$ cat config.mk
export PLATFORM = sky130hd
export DESIGN_NAME = bn_pack
export DESIGN_NICKNAME = d
export VERILOG_FILES = /design/src/rtl/bn_pkg.sv /design/src/rtl/bn_lane_sat.sv /design/src/rtl/bn_pack.sv
export SDC_FILE = /design/constraint.sdc
export NUM_CORES = 1
export LEC_CHECK = 0
export CORE_MARGIN = 5
export CORE_UTILIZATION = 41
export DETAILED_ROUTE_END_ITERATION = 8
export PLACE_DENSITY = 0.76
export RECOVER_POWER = 50
export SYNTH_ARGS = -nofsm -noshare
export SYNTH_HDL_FRONTEND = slang
export SYNTH_SLANG_ARGS = --single-unit
$ cat constraint.sdc
create_clock -name i_clk_bn -period 5.5 [get_ports i_clk_bn]
set_input_delay 0.825 -clock i_clk_bn [delete_from_list [all_inputs] [get_ports i_clk_bn]]
set_output_delay 0.825 -clock i_clk_bn [all_outputs]
set_load 0.05 [all_outputs]
$ cat src/rtl/bn_pkg.sv
// Shared types and constants for the bn_pack batch-norm packer.
package bn_pkg;

    typedef enum logic [1:0] {
        StFill,
        StIssue,
        StWaitBusy,
        StWaitDone
    } bn_state_e;

    localparam int unsigned FracBits   = 4;
    localparam int unsigned RoundConst = 8;

endpackage

$ cat src/rtl/bn_lane_sat.sv
// Per-lane scale shift, beta add and clamp to the unsigned packed lane width.
// Build option BN_PACK_ROUND_EN selects round-half-up instead of floor on the shift.
module bn_lane_sat
    import bn_pkg::*;
#(
    parameter int unsigned PW     = 16,
    parameter int unsigned DW_OUT = 4
) (
    input  logic signed [PW-1:0] prod_i,
    input  logic signed [7:0]    beta_i,
    output logic [DW_OUT-1:0]    lane_o
);

    // Two guard bits keep the rounded, offset sum from overflowing before the clamp.
    localparam int unsigned   SW     = PW + 2;
    localparam logic [SW-1:0] MaxOut = SW'((1 << DW_OUT) - 1);

`ifdef BN_PACK_ROUND_EN
    localparam logic RoundEn = 1'b1;
`else
    localparam logic RoundEn = 1'b0;
`endif

    logic signed [SW-1:0] prod_ext;
    logic signed [SW-1:0] shifted;
    logic signed [SW-1:0] sum;

    always_comb begin
        prod_ext = {{2{prod_i[PW-1]}}, prod_i};
        if (RoundEn) begin
            prod_ext = prod_ext + SW'(RoundConst);
        end
        shifted = prod_ext >>> FracBits;
        sum     = shifted + {{(SW-8){beta_i[7]}}, beta_i};
        if (sum[SW-1]) begin
            lane_o = '0;
        end else if ($unsigned(sum) > MaxOut) begin
            lane_o = '1;
        end else begin
            lane_o = sum[DW_OUT-1:0];
        end
    end

endmodule

$ cat src/rtl/bn_pack.sv
// Batch-norm packer: scales samples into LANES unsigned lanes and hands each full
// vector to the MVM with a start pulse. Build option BN_PACK_ROUND_EN (see bn_lane_sat).
module bn_pack
    import bn_pkg::*;
#(
    parameter int unsigned LANES  = 4,
    parameter int unsigned DW_IN  = 8,
    parameter int unsigned DW_OUT = 4
) (
    input  logic                      i_clk_bn,
    input  logic                      i_rst_bn,
    input  logic                      i_valid_bn,
    output logic                      o_ready_bn,
    input  logic signed [DW_IN-1:0]   i_data_bn,
    input  logic [LANES*8-1:0]        i_gamma_bn,
    input  logic [LANES*8-1:0]        i_beta_bn,
    input  logic                      i_ismvm,
    output logic                      o_start_mvm,
    output logic [LANES*DW_OUT-1:0]   o_x_bn,
    output logic [15:0]               o_vec_cnt_bn
);

    localparam int unsigned CW = $clog2(LANES + 1);
    localparam int unsigned LW = (LANES > 1) ? $clog2(LANES) : 1;
    localparam int unsigned PW = DW_IN + 8;

    bn_state_e               state_q, state_d;
    logic [CW-1:0]           acc_cnt_q, acc_cnt_d;
    logic [CW-1:0]           wr_cnt_q, wr_cnt_d;
    logic                    s0_vld_q, s0_vld_d;
    logic signed [DW_IN-1:0] s0_x_q, s0_x_d;
    logic [LW-1:0]           s0_lane_q, s0_lane_d;
    logic                    s1_vld_q, s1_vld_d;
    logic signed [PW-1:0]    s1_prod_q, s1_prod_d;
    logic [LW-1:0]           s1_lane_q, s1_lane_d;
    logic [LANES*DW_OUT-1:0] x_q, x_d;
    logic                    start_q, start_d;
    logic [15:0]             vec_cnt_q, vec_cnt_d;

    logic                    accept;
    logic signed [7:0]       gamma_sel;
    logic signed [7:0]       beta_sel;
    logic [DW_OUT-1:0]       lane_res;

    assign o_ready_bn   = (state_q == StFill) && (acc_cnt_q < CW'(LANES));
    assign accept       = i_valid_bn && o_ready_bn;
    assign gamma_sel    = i_gamma_bn[s0_lane_q*8 +: 8];
    assign beta_sel     = i_beta_bn[s1_lane_q*8 +: 8];
    assign o_start_mvm  = start_q;
    assign o_x_bn       = x_q;
    assign o_vec_cnt_bn = vec_cnt_q;

    bn_lane_sat #(
        .PW     (PW),
        .DW_OUT (DW_OUT)
    ) u_lane_sat (
        .prod_i (s1_prod_q),
        .beta_i (beta_sel),
        .lane_o (lane_res)
    );

    // Stage 0 registers the sample, stage 1 the gamma product, stage 2 writes the lane.
    always_comb begin
        s0_vld_d  = accept;
        s0_x_d    = accept ? i_data_bn : s0_x_q;
        s0_lane_d = accept ? acc_cnt_q[LW-1:0] : s0_lane_q;
        s1_vld_d  = s0_vld_q;
        s1_prod_d = s0_vld_q ? s0_x_q * gamma_sel : s1_prod_q;
        s1_lane_d = s0_vld_q ? s0_lane_q : s1_lane_q;
        x_d       = x_q;
        if (s1_vld_q) begin
            x_d[s1_lane_q*DW_OUT +: DW_OUT] = lane_res;
        end
    end

    always_comb begin
        state_d   = state_q;
        acc_cnt_d = acc_cnt_q;
        wr_cnt_d  = wr_cnt_q;
        start_d   = 1'b0;
        vec_cnt_d = vec_cnt_q;
        unique case (state_q)
            StFill: begin
                if (accept) begin
                    acc_cnt_d = acc_cnt_q + 1'b1;
                end
                if (s1_vld_q) begin
                    wr_cnt_d = wr_cnt_q + 1'b1;
                    if (wr_cnt_q == CW'(LANES - 1)) begin
                        state_d = StIssue;
                    end
                end
            end
            StIssue: begin
                if (!i_ismvm) begin
                    start_d   = 1'b1;
                    vec_cnt_d = vec_cnt_q + 16'd1;
                    state_d   = StWaitBusy;
                end
            end
            StWaitBusy: begin
                if (i_ismvm) begin
                    state_d = StWaitDone;
                end
            end
            StWaitDone: begin
                if (!i_ismvm) begin
                    state_d   = StFill;
                    acc_cnt_d = '0;
                    wr_cnt_d  = '0;
                end
            end
            default: state_d = StFill;
        endcase
    end

    always_ff @(posedge i_clk_bn or negedge i_rst_bn) begin
        if (!i_rst_bn) begin
            state_q   <= StFill;
            acc_cnt_q <= '0;
            wr_cnt_q  <= '0;
            s0_vld_q  <= 1'b0;
            s0_x_q    <= '0;
            s0_lane_q <= '0;
            s1_vld_q  <= 1'b0;
            s1_prod_q <= '0;
            s1_lane_q <= '0;
            x_q       <= '0;
            start_q   <= 1'b0;
            vec_cnt_q <= '0;
        end else begin
            state_q   <= state_d;
            acc_cnt_q <= acc_cnt_d;
            wr_cnt_q  <= wr_cnt_d;
            s0_vld_q  <= s0_vld_d;
            s0_x_q    <= s0_x_d;
            s0_lane_q <= s0_lane_d;
            s1_vld_q  <= s1_vld_d;
            s1_prod_q <= s1_prod_d;
            s1_lane_q <= s1_lane_d;
            x_q       <= x_d;
            start_q   <= start_d;
            vec_cnt_q <= vec_cnt_d;
        end
    end

endmodule

### Register map, names as in the netlist

Scale bar: 50 µm. Other sequential cells in the stronger gray, the rest of the logic in the fainter gray.
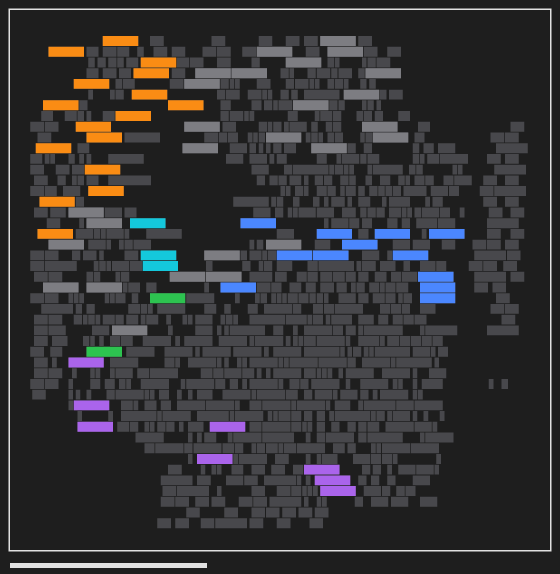
[orange] o_vec_cnt_bn | flops: 16 | where: upper left
[purple] s0_x_q | flops: 8
[green] s0_lane_q | flops: 2
[cyan] wr_cnt_q | flops: 3
[blue] s1_prod_q | flops: 12
not colored: 26
post-layout util: 55.3%
sequential fraction of total cell area: 19.1%
register area: 1680 µm²

### Cell placement

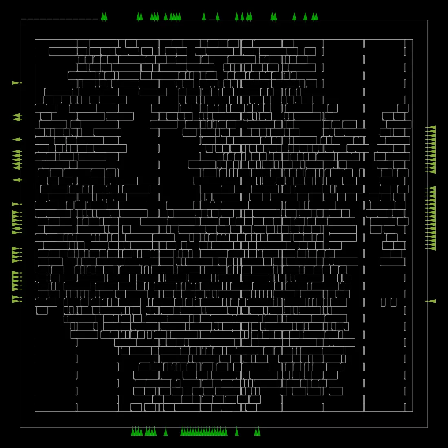
num rows: 46
filler cell count in the final layout: 1382
core area: 15900 µm²
sequential cell count: 67

==> reports/results.tsv <==
stage	metric	value	unit
worst_hold_path	hp-class	flip-flop to flip-flop	
run	tool_warnings	33	
drt	wl_met1	6880	µm
timing	report.final.setup_viol	0	
drt	ant_nets	0	
placement	hpwl	12100	µm
die	initCoreUtil	41.7	%
worst_hold_path	min_from	o_vec_cnt_bn[10]	
critical_path	r2r_end	s1_prod_q[14]	
placement	place_ws	-0.620	ns
critical_path	r2r-start	s0_lane_q[0]	
timing	final.setup.worst_slack	0.101	ns
global_routing	grt_pass1_vias	5717	
global_routing	grt_use_met2	29.3	%
critical_path	endpoint	s1_prod_q[14]	
status	violations	capacitance limit, slew limit	
final_layout	layout_top_cell	clkdlybuf4s50_1	
run	cap_violations	1	
logic_synthesis	ys_sh_aoi	10.1	%
clocking	cts-buffers-inserted	9	
global_routing	grt_max_degree	68	
timing	hold_slack	0.486	ns
worst_hold_path	min_path_cells	1	
logic_synthesis	simple_gate_area_share	19.7	%
clocking	post_cts_resized	5	
final_layout	nonClkBufAreaFrac	16.7	%
final_layout	antennaDiodeCount	0	
die	fp.dieW	137	µm
critical_path	r2r_cells	17	
final_layout	inverters_excl_clock	99	
logic_synthesis	yosysTopAreaCell	dfrtp_1	
die	io_pins	110	
timing	slew_violations	68	
drt	routed.top_layer	met4	
final_layout	fin_area	8780	µm²
critical_path	path_max_fanout	5	
timing	tightest_slew	3.78	ns
final_layout	logic_area	4690	µm²
placement	dp.cells	1045	
drt	drc	0	
status	status	complete, but fails checks	
### Clock distribution

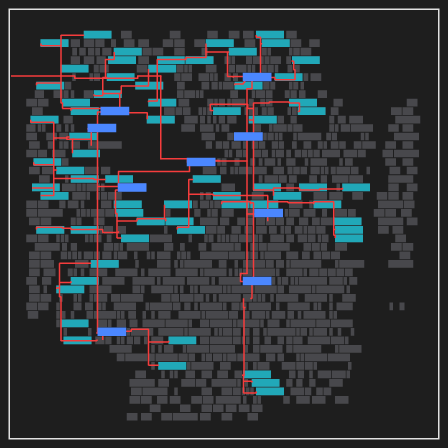
[red] clock wires | length: 1060 µm
[blue] cells driving clock nets | count: 9
[cyan] flip-flops | count: 67
routed clock nets: 10
clk_skew: 0.00392 ns
clk_lat worst skew: 0.34 ns

==> cells by family (layout without fill, tap and decap cells) <==
group	Yosys count	in the layout
simple gates	258	258
buf+inv	118	270
fa+ha+maj	108	108
compound gates	93	93
flops	67	67
xor+xnor	32	32
mux	27	27
==> worst max-delay path, cell delays in order <==
cell	delay, ns
clkdlybuf4s50_1	0.40
mux4_2	0.55
and2_4	0.20
fa_1	0.53
fa_1	0.45
fa_1	0.54
inv_1	0.05
fa_1	0.53
inv_1	0.05
ha_2	0.19
buf_4	0.14
buf_4	0.13
nor2_1	0.12
a211oi_2	0.09
o211a_1	0.22
or3_1	0.37
a31o_2	0.23
